===== src/rtl/page_req_pkg.sv =====
// rtl/page_req_pkg.sv - default widths, packet field offsets and FSM states for page_requester
package page_req_pkg;

   // Default geometry of the requester and its local queue.
   localparam int DEF_NODE_W = 2;
   localparam int DEF_REQ_W  = 7;
   localparam int DEF_TAG_W  = 3;
   localparam int DEF_DEPTH  = 4;

   // Packet layout {id, request_id, tag}, MSB first, for the default widths.
   localparam int TAG_LSB  = 0;
   localparam int REQ_LSB  = TAG_LSB + DEF_TAG_W;
   localparam int NODE_LSB = REQ_LSB + DEF_REQ_W;
   localparam int PKT_W    = NODE_LSB + DEF_NODE_W;

   // IDLE: queue empty; SEND: write whenever allowed; THROTTLE: forced one-cycle gap.
   typedef enum logic [1:0] {
      ST_IDLE     = 2'd0,
      ST_SEND     = 2'd1,
      ST_THROTTLE = 2'd2
   } req_state_t;

endpackage


===== src/rtl/req_queue.sv =====
// rtl/req_queue.sv - DEPTH-entry circular buffer with occupancy count
module req_queue
   import page_req_pkg::*;
#(
   parameter int WIDTH = DEF_REQ_W,
   parameter int DEPTH = DEF_DEPTH
) (
   input  logic                       clk,
   input  logic                       reset,
   input  logic                       push,
   input  logic [WIDTH-1:0]           push_data,
   input  logic                       pop,
   output logic [WIDTH-1:0]           head,
   output logic [$clog2(DEPTH+1)-1:0] count
);

   localparam int PTR_W = $clog2(DEPTH);
   localparam int CNT_W = $clog2(DEPTH+1);

   logic [WIDTH-1:0] mem [DEPTH];
   logic [PTR_W-1:0] wr_ptr;
   logic [PTR_W-1:0] rd_ptr;

   // Storage carries no reset; entries are only meaningful below count.
   always_ff @(posedge clk) begin
      if (push) begin
         mem[wr_ptr] <= push_data;
      end
   end

   // Pointers wrap naturally because DEPTH is a power of two.
   always_ff @(posedge clk) begin
      if (!reset) begin
         wr_ptr <= '0;
         rd_ptr <= '0;
         count  <= '0;
      end else begin
         if (push) begin
            wr_ptr <= wr_ptr + 1'b1;
         end
         if (pop) begin
            rd_ptr <= rd_ptr + 1'b1;
         end
         count <= count + CNT_W'(push) - CNT_W'(pop);
      end
   end

   assign head = mem[rd_ptr];

endmodule


===== src/rtl/page_requester.sv =====
// rtl/page_requester.sv - queues page requests and streams {id, request_id, tag} downstream; optional REQ_DEDUP_EN drops back-to-back repeats
module page_requester
   import page_req_pkg::*;
#(
   parameter int NODE_W = DEF_NODE_W,
   parameter int REQ_W  = DEF_REQ_W,
   parameter int TAG_W  = DEF_TAG_W,
   parameter int DEPTH  = DEF_DEPTH
) (
   input  logic                            clk,
   input  logic                            reset,
   input  logic [NODE_W-1:0]               id,
   input  logic                            req_valid,
   input  logic [REQ_W-1:0]                request_id,
   output logic                            req_ready,
   input  logic                            full_req,
   input  logic                            almost_full_req,
   output logic [NODE_W+REQ_W+TAG_W-1:0]   dataIn_req,
   output logic                            write_req,
   output logic [$clog2(DEPTH+1)-1:0]      pending
);

   localparam int CNT_W = $clog2(DEPTH+1);

   logic             accept;
   logic             push;
   logic             pop;
   logic             q_empty;
   logic [REQ_W-1:0] head;
   logic [CNT_W-1:0] count_after;
   logic [TAG_W-1:0] tag;
   req_state_t       state;
   req_state_t       state_nxt;

   assign req_ready = reset && (pending < CNT_W'(DEPTH));
   assign accept    = req_valid && req_ready;
   assign q_empty   = (pending == '0);

`ifdef REQ_DEDUP_EN
   logic [REQ_W-1:0] last_id;
   logic             last_vld;

   // Remember the most recent accepted id so an immediate repeat is handshaken but dropped.
   always_ff @(posedge clk) begin
      if (!reset) begin
         last_id  <= '0;
         last_vld <= 1'b0;
      end else if (accept) begin
         last_id  <= request_id;
         last_vld <= 1'b1;
      end
   end

   assign push = accept && !(last_vld && (last_id == request_id));
`else
   assign push = accept;
`endif

   req_queue #(
      .WIDTH (REQ_W),
      .DEPTH (DEPTH)
   ) u_queue (
      .clk       (clk),
      .reset     (reset),
      .push      (push),
      .push_data (request_id),
      .pop       (pop),
      .head      (head),
      .count     (pending)
   );

   // State register.
   always_ff @(posedge clk) begin
      if (!reset) begin
         state <= ST_IDLE;
      end else begin
         state <= state_nxt;
      end
   end

   // Write decision and next state; a write taken with almost_full_req high forces a gap cycle.
   always_comb begin
      pop         = 1'b0;
      state_nxt   = state;
      count_after = pending;
      pop         = !q_empty && !full_req && (state != ST_THROTTLE);
      count_after = pending + CNT_W'(push) - CNT_W'(pop);
      case (state)
         ST_THROTTLE: state_nxt = (count_after != '0) ? ST_SEND : ST_IDLE;
         default: begin
            if (pop && almost_full_req) begin
               state_nxt = ST_THROTTLE;
            end else if (count_after != '0) begin
               state_nxt = ST_SEND;
            end else begin
               state_nxt = ST_IDLE;
            end
         end
      endcase
   end

   // Registered downstream strobe and packet; the packet holds between writes.
   always_ff @(posedge clk) begin
      if (!reset) begin
         write_req  <= 1'b0;
         dataIn_req <= '0;
         tag        <= '0;
      end else begin
         write_req <= pop;
         if (pop) begin
            dataIn_req <= {id, head, tag};
            tag        <= tag + 1'b1;
         end
      end
   end

endmodule


===== config.mk =====
export PLATFORM = sky130hd
export DESIGN_NAME = page_requester
export DESIGN_NICKNAME = d
export VERILOG_FILES = /design/src/rtl/page_req_pkg.sv /design/src/rtl/req_queue.sv /design/src/rtl/page_requester.sv
export SDC_FILE = /design/constraint.sdc
export NUM_CORES = 1
export LEC_CHECK = 0
export ABC_CLOCK_PERIOD_IN_PS = 3200
export CELL_PAD_IN_SITES_DETAIL_PLACEMENT = 0
export CELL_PAD_IN_SITES_GLOBAL_PLACEMENT = 1
export CORE_MARGIN = 2
export CORE_UTILIZATION = 40
export DETAILED_ROUTE_END_ITERATION = 16
export GPL_TIMING_DRIVEN = 0
export MAX_ROUTING_LAYER = met4
export PLACE_DENSITY_LB_ADDON = 0.1
export SLEW_MARGIN = 5
export SYNTH_ARGS = -nofsm -noshare
export SYNTH_HDL_FRONTEND = slang
export SYNTH_SLANG_ARGS = --single-unit
export TNS_END_PERCENT = 100

===== constraint.sdc =====
create_clock -name clk -period 3.2 [get_ports clk]
set_input_delay 0.96 -clock clk [delete_from_list [all_inputs] [get_ports clk]]
set_output_delay 0.96 -clock clk [all_outputs]
set_load 0.02 [all_outputs]

==> impl_metrics.tcl, run 1 <==
# yosys + openroad results
set metrics [dict create \
    outcome "finished clean" \
    placedCellCount 255 \
    floorplan.nets 178 \
    clock_path_buffers 2 \
    r2r-end "state[0]$_SDFF_PN0_" \
    first_pass_iters 3 \
    ir_drop_uv 309 \
    total_power_uw 1880 \
    place_congestion 0.794 \
    top_power_group "sequential cells" \
    fin_ws_ns 0.105 \
    setup_viol 0 \
    buffers 41 \
    power.share.combinational_pct 33.2 \
    required_ns 3.40 \
    dpl.hpwl_mm 2.89 \
    flop_cell "edfxtp_1" \
    top_cells_by_area "edfxtp_1 (38%), dfxtp_1 (23%), mux4_2 (7.2%)" \
    pwr.group.clock_uw 404 \
    clkbuf_count 5 \
    hold_class "reg -> reg" \
    largest_class "flip-flops and latches" \
    ys_seq_share_pct 61.3 \
    startpoint_type "input port" \
    pwr-share-seq_pct 45.3 \
    synth_area_um2 2190 \
    cts_max_level 2 \
    crit_path_end "state[0]$_SDFF_PN0_" \
    top_cell "edfxtp_1" \
    met3_usage_pct 3.14 \
    mostFrequentLayoutCell "clkdlybuf4s50_1" \
    min_from "dataIn_req[6]$_SDFFE_PN0P_" \
    core_um2 5200 \
    io_pins 31 \
    r2r_slack_ns 0.67 \
    ctsResizeCount 0 \
    tool_warnings 29 \
    skew_ns 0.0105 \
    min_to "dataIn_req[6]$_SDFFE_PN0P_" \
    insertion_delay_ns 0.31 \
    grt_antenna_before_repair 0 \
    numSynthFlops 53 \
    logic_gates 84 \
    drt-initial-drc-count 61 \
    grt.busiest_layer "met2" \
    cp_max_fo 10 \
    postCtsHoldBufs 0 \
    cp_common_cell "ha_1" \
    cpMaxStageDelayCell "clkdlybuf4s50_1" \
    dieArea_um2 6080 \
    fp-row-count 26 \
    hold_viol_final 0 \
    switching_power_uw 614 \
    finalCritPeriodShare_pct 96.7 \
    drcViolationCount 0 \
    cts_tree "built" \
    path_class "in -> reg" \
    max_stage_delay_ns 0.59 \
    wl_met2_mm 2.12 \
    place_area_um2 2560 \
    p_int_uw 1270 \
    overflow 0 \
    ys_chip_area_um2 2190 \
    comb_area_share_pct 28.1 \
    logic_area_um2 751 \
    top_area_cell "edfxtp_1" \
    layout_min_cycle_time_ns 3.10 \
    tightest_slew_ns 0.610 \
    clk_share_pct 3.66 \
    diodes 0 \
    wl_met3_um 124 \
    synth-edff-count 28 \
    hold_ws_ns 0.472 \
    tap_cells 70 \
    yosys_cells 156 \
    regMostFlops "u_queue.mem" \
    syn_avg_cell_area_um2 14.0 \
    final_cell_mix "clkdlybuf4s50_1 (29), edfxtp_1 (28), dfxtp_1 (25)" \
    power_per_cell_area_nw_per_um2 705 \
    combinationalPower_uw 625 \
    fmax_mhz 323 \
    async_flop_share_pct 0 \
    cts_made_buffers 5 \
    pg_seq_uw 853 \
    slew_headroom_pct 59.0 \
    reg2regPathDepth 10 \
    rr_startpoint "u_queue.count[2]$_SDFF_PN0_" \
    syn_inst 156 \
    ant_nets 0 \
    initial_utilization_pct 42.0 \
    crit_path_end_kind "flip-flop" \
    grt_pass1_wl_mm 6.66 \
    inverters 8 \
    first_global_vias 1358 \
    met1_usage_pct 16.9 \
    design_area_um2 2670 \
    wl_met1_mm 1.79 \
]
[run 1: critical path, delay by kind of cell]
family | cells | cell delay [ns]
xor+xnor | 1 | 0.24
compound gates | 2 | 0.30
fa+ha+maj | 3 | 0.85
buf+inv | 3 | 0.86
simple gates | 1 | 0.07
[run 1: cells by family (layout without fill, tap and decap cells)]
| kind of cell | Yosys count | in the layout | share of synthesized area (%) |
|---|---|---|---|
| buffers and inverters | 19 | 57 | 4.35 |
| multiplexers | 9 | 9 | 8.12 |
| flip-flops | 53 | 53 | 61.3 |
| AND-OR/OR-AND | 26 | 26 | 8.30 |
| adder cells (fa/ha/maj) | 8 | 8 | 4.92 |
| AND/OR/NAND/NOR | 39 | 39 | 11.5 |
| XOR/XNOR | 2 | 2 | 1.49 |
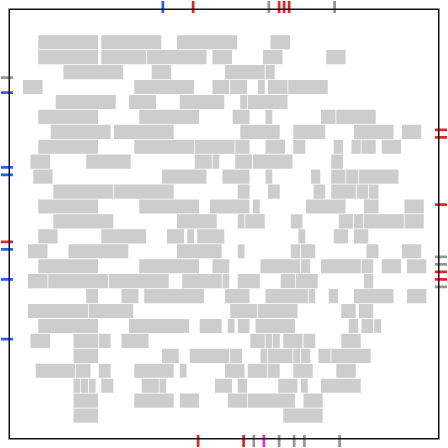
run_1/io_placement.png
Pins as bars across the die edge, other pins in grey.
- magenta: `req_valid` (pins 1; direction input; edge bottom)
- red: `dataIn_req` (pins 12; direction output; edge 5 right, 4 top, 2 bottom, 1 left)
- blue: `request_id` (pins 7; direction input; edge 6 left, 1 top)
- all pins by edge: 8 bottom, 8 left, 8 right, 7 top
Die Height: 77.9 um
Die Span X: 77.9 um

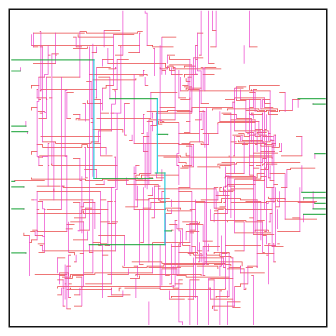
run_1/wires.png
- magenta: metal 2 (wire length 2120 um)
- cyan: metal 4 (wire length 65.3 um)
- green: metal 3 (wire length 125 um)
- red: metal 1 (wire length 1790 um)
Post-Route WL: 4.10 mm
Vias: 1341
post-DR wirelength/cell: 15.5 um

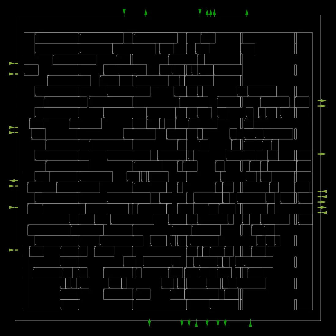
run_1/placement.png
Finished Core Util: 51.3%
FILL cells: 476

==> inputs of run 2 (changes only) <==
--- a/config.mk
+++ b/config.mk
@@ -8,9 +8,11 @@
 export ABC_CLOCK_PERIOD_IN_PS = 3200
 export CELL_PAD_IN_SITES_DETAIL_PLACEMENT = 0
 export CELL_PAD_IN_SITES_GLOBAL_PLACEMENT = 1
+export CORE_ASPECT_RATIO = 1.1
 export CORE_MARGIN = 2
 export CORE_UTILIZATION = 40
 export DETAILED_ROUTE_END_ITERATION = 16
+export DONT_BUFFER_PORTS = 1
 export GPL_TIMING_DRIVEN = 0
 export MAX_ROUTING_LAYER = met4
 export PLACE_DENSITY_LB_ADDON = 0.1
@@ -18,4 +20,4 @@
 export SYNTH_ARGS = -nofsm -noshare
 export SYNTH_HDL_FRONTEND = slang
 export SYNTH_SLANG_ARGS = --single-unit
-export TNS_END_PERCENT = 100
+export TNS_END_PERCENT = 50
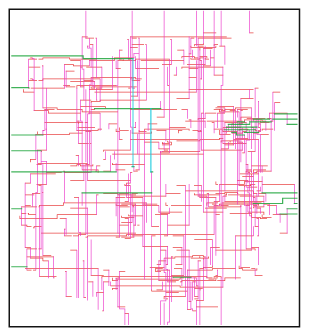
run_2/wires.png
- red: metal 1 (wire length 1600 um)
- green: metal 3 (wire length 210 um)
- magenta: metal 2 (wire length 2070 um)
- cyan: metal 4 (wire length 44.2 um)
global-route usage over all layers: 14.9%
Post-Route WL: 3.92 mm

==> run 2 against run 1 <==
Effect of this change: clock power fell by 7.7%; setup slack gained 0.35 ns; first-iteration DRC count is 30% lower; worst hold slack improved by 0.019 ns; utilization down 6.8 points; wire length fell by 4.3%; final cell count shrank 9.5%; combinational power decreased by 28%.
==> impl_metrics.tcl, run 2 <==
# yosys + openroad results
set metrics [dict create \
    logic_area_um2 751 \
    cts_max_level 2 \
    mostFrequentLayoutCell "edfxtp_1" \
    drcViolationCount 0 \
    syn_inst 156 \
    synth_area_um2 2190 \
    hold_viol_final 0 \
    dpl.hpwl_mm 2.80 \
    regMostFlops "u_queue.mem" \
    core_um2 5330 \
    overflow 0 \
    drt-initial-drc-count 43 \
    syn_avg_cell_area_um2 14.0 \
    async_flop_share_pct 0 \
    insertion_delay_ns 0.30 \
    grt_start_max_net_pins 17 \
    r2r_slack_ns 0.46 \
    cts_made_buffers 5 \
    min_to "tag[2]$_SDFFE_PN0P_" \
    slew_headroom_pct 59.1 \
    grt_pass1_wl_mm 6.27 \
    die_w_um 74.5 \
    cp_top_family "adder cells" \
    crit_path_end "state[0]$_SDFF_PN0_" \
    min_from "tag[2]$_SDFFE_PN0P_" \
    ctsResizeCount 0 \
    ir_drop_uv 318 \
    yosys_cells 156 \
    max_stage_delay_ns 0.55 \
    wl_per_cell_um 16.4 \
    cp_max_fo 10 \
    clkbuf_count 6 \
    largest_class "flip-flops and latches" \
    ys_chip_area_um2 2190 \
    grt_antenna_before_repair 0 \
    floorplan.nets 178 \
    vias 1221 \
    power_per_cell_area_nw_per_um2 732 \
    cp_num_cells 10 \
    crit_path_end_kind "flip-flop" \
    path_class "reg -> reg" \
    flop_cell "edfxtp_1" \
    tool_warnings 29 \
    place_congestion 0.765 \
    logic_gates 84 \
    top_cell "edfxtp_1" \
    initial_utilization_pct 41.1 \
    total_power_uw 1740 \
    top_area_cell "edfxtp_1" \
    outcome "finished clean" \
    final_cell_mix "edfxtp_1 (28), dfxtp_1 (25), nand2_1 (10), o31ai_1 (10), a21oi_1 (9)" \
    ant_nets 0 \
    buffers 11 \
    setup_viol 0 \
    placedCellCount 231 \
    required_ns 3.37 \
    synth-edff-count 28 \
    rr_startpoint "u_queue.count[2]$_SDFF_PN0_" \
    hold_class "reg -> reg" \
    postCtsHoldBufs 0 \
    cpMaxStageDelayCell "dfxtp_1" \
    final_cells 239 \
    io_pins 31 \
    inverters 8 \
    startpoint_type "flip-flop" \
    reg2regPathDepth 10 \
    place_area_um2 2280 \
    critPathBufInv 2 \
    layout_min_cycle_time_ns 2.74 \
    die_y_um 81.6 \
    finalCritPeriodShare_pct 85.7 \
    tightest_slew_ns 0.609 \
    first_global_vias 1269 \
    r2r-end "state[0]$_SDFF_PN0_" \
    place_ws_ns 0.131 \
    seqCellArea_um2 1340 \
    design_area_um2 2370 \
    top_cell_area_share_pct 38.4 \
    first_pass_iters 4 \
    post-route-util_pct 44.5 \
    hold_ws_ns 0.491 \
    clock_path_buffers 2 \
    cp_common_cell "ha_1" \
    yosys-top-cells-count "edfxtp_1 (28), dfxtp_1 (25), nand2_1 (10), o31ai_1 (10), a21oi_1 (9)" \
    cts_tree "built" \
    ys_seq_share_pct 61.3 \
    root_buffer "clkbuf_8" \
    fmax_mhz 365 \
    clk_share_pct 3.80 \
    fin_ws_ns 0.457 \
    skew_ns 0.0101 \
    dieArea_um2 6080 \
    top_cells_by_area "edfxtp_1 (38%), dfxtp_1 (23%), mux4_2 (7.2%)" \
    largest_reg_flops 28 \
    fp-row-count 28 \
    numSynthFlops 53 \
    diodes 0 \
    comb_area_share_pct 31.7 \
]
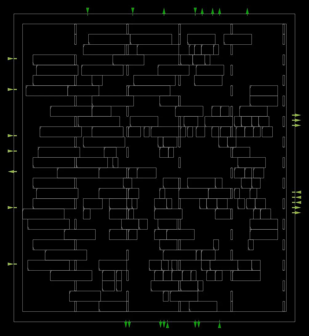
run_2/placement.png
seq_cells: 53
FILL cells: 496
Seq area share: 56.6%
Well Taps: 75

==> run 2: logic make-up (layout without fill, tap and decap cells) <==
group                      Yosys count  count (layout)  share of synthesized area, %
xor gates and xnor gates             2               2                          1.49
adders and majority gates            8               8                          4.92
DFF                                 53              53                          61.3
and+or+nand+nor                     39              39                          11.5
AOI/OAI and AO/OA                   26              26                          8.30
muxes                                9               9                          8.12
buffers and inverters               19              27                          4.35
==> run 2: routing by layer <==
metal	GRT usage, %	wire [um]	share of wire, %	vias up
li1	-	-	-	593
met1	17.0	1600	41	587
met2	24.8	2070	53	37
met3	4.17	209	5.3	4
met4	5.71	44	1.1	0
met5	-	0	0	-
==> run 2: report_power, final <==
part,internal (uW),leakage (uW),switching (uW)
clock,165,0.0000490,208
sequential,802,0.000458,113
combinational,204,0.000319,244
Power and IR drop assume default switching activity.
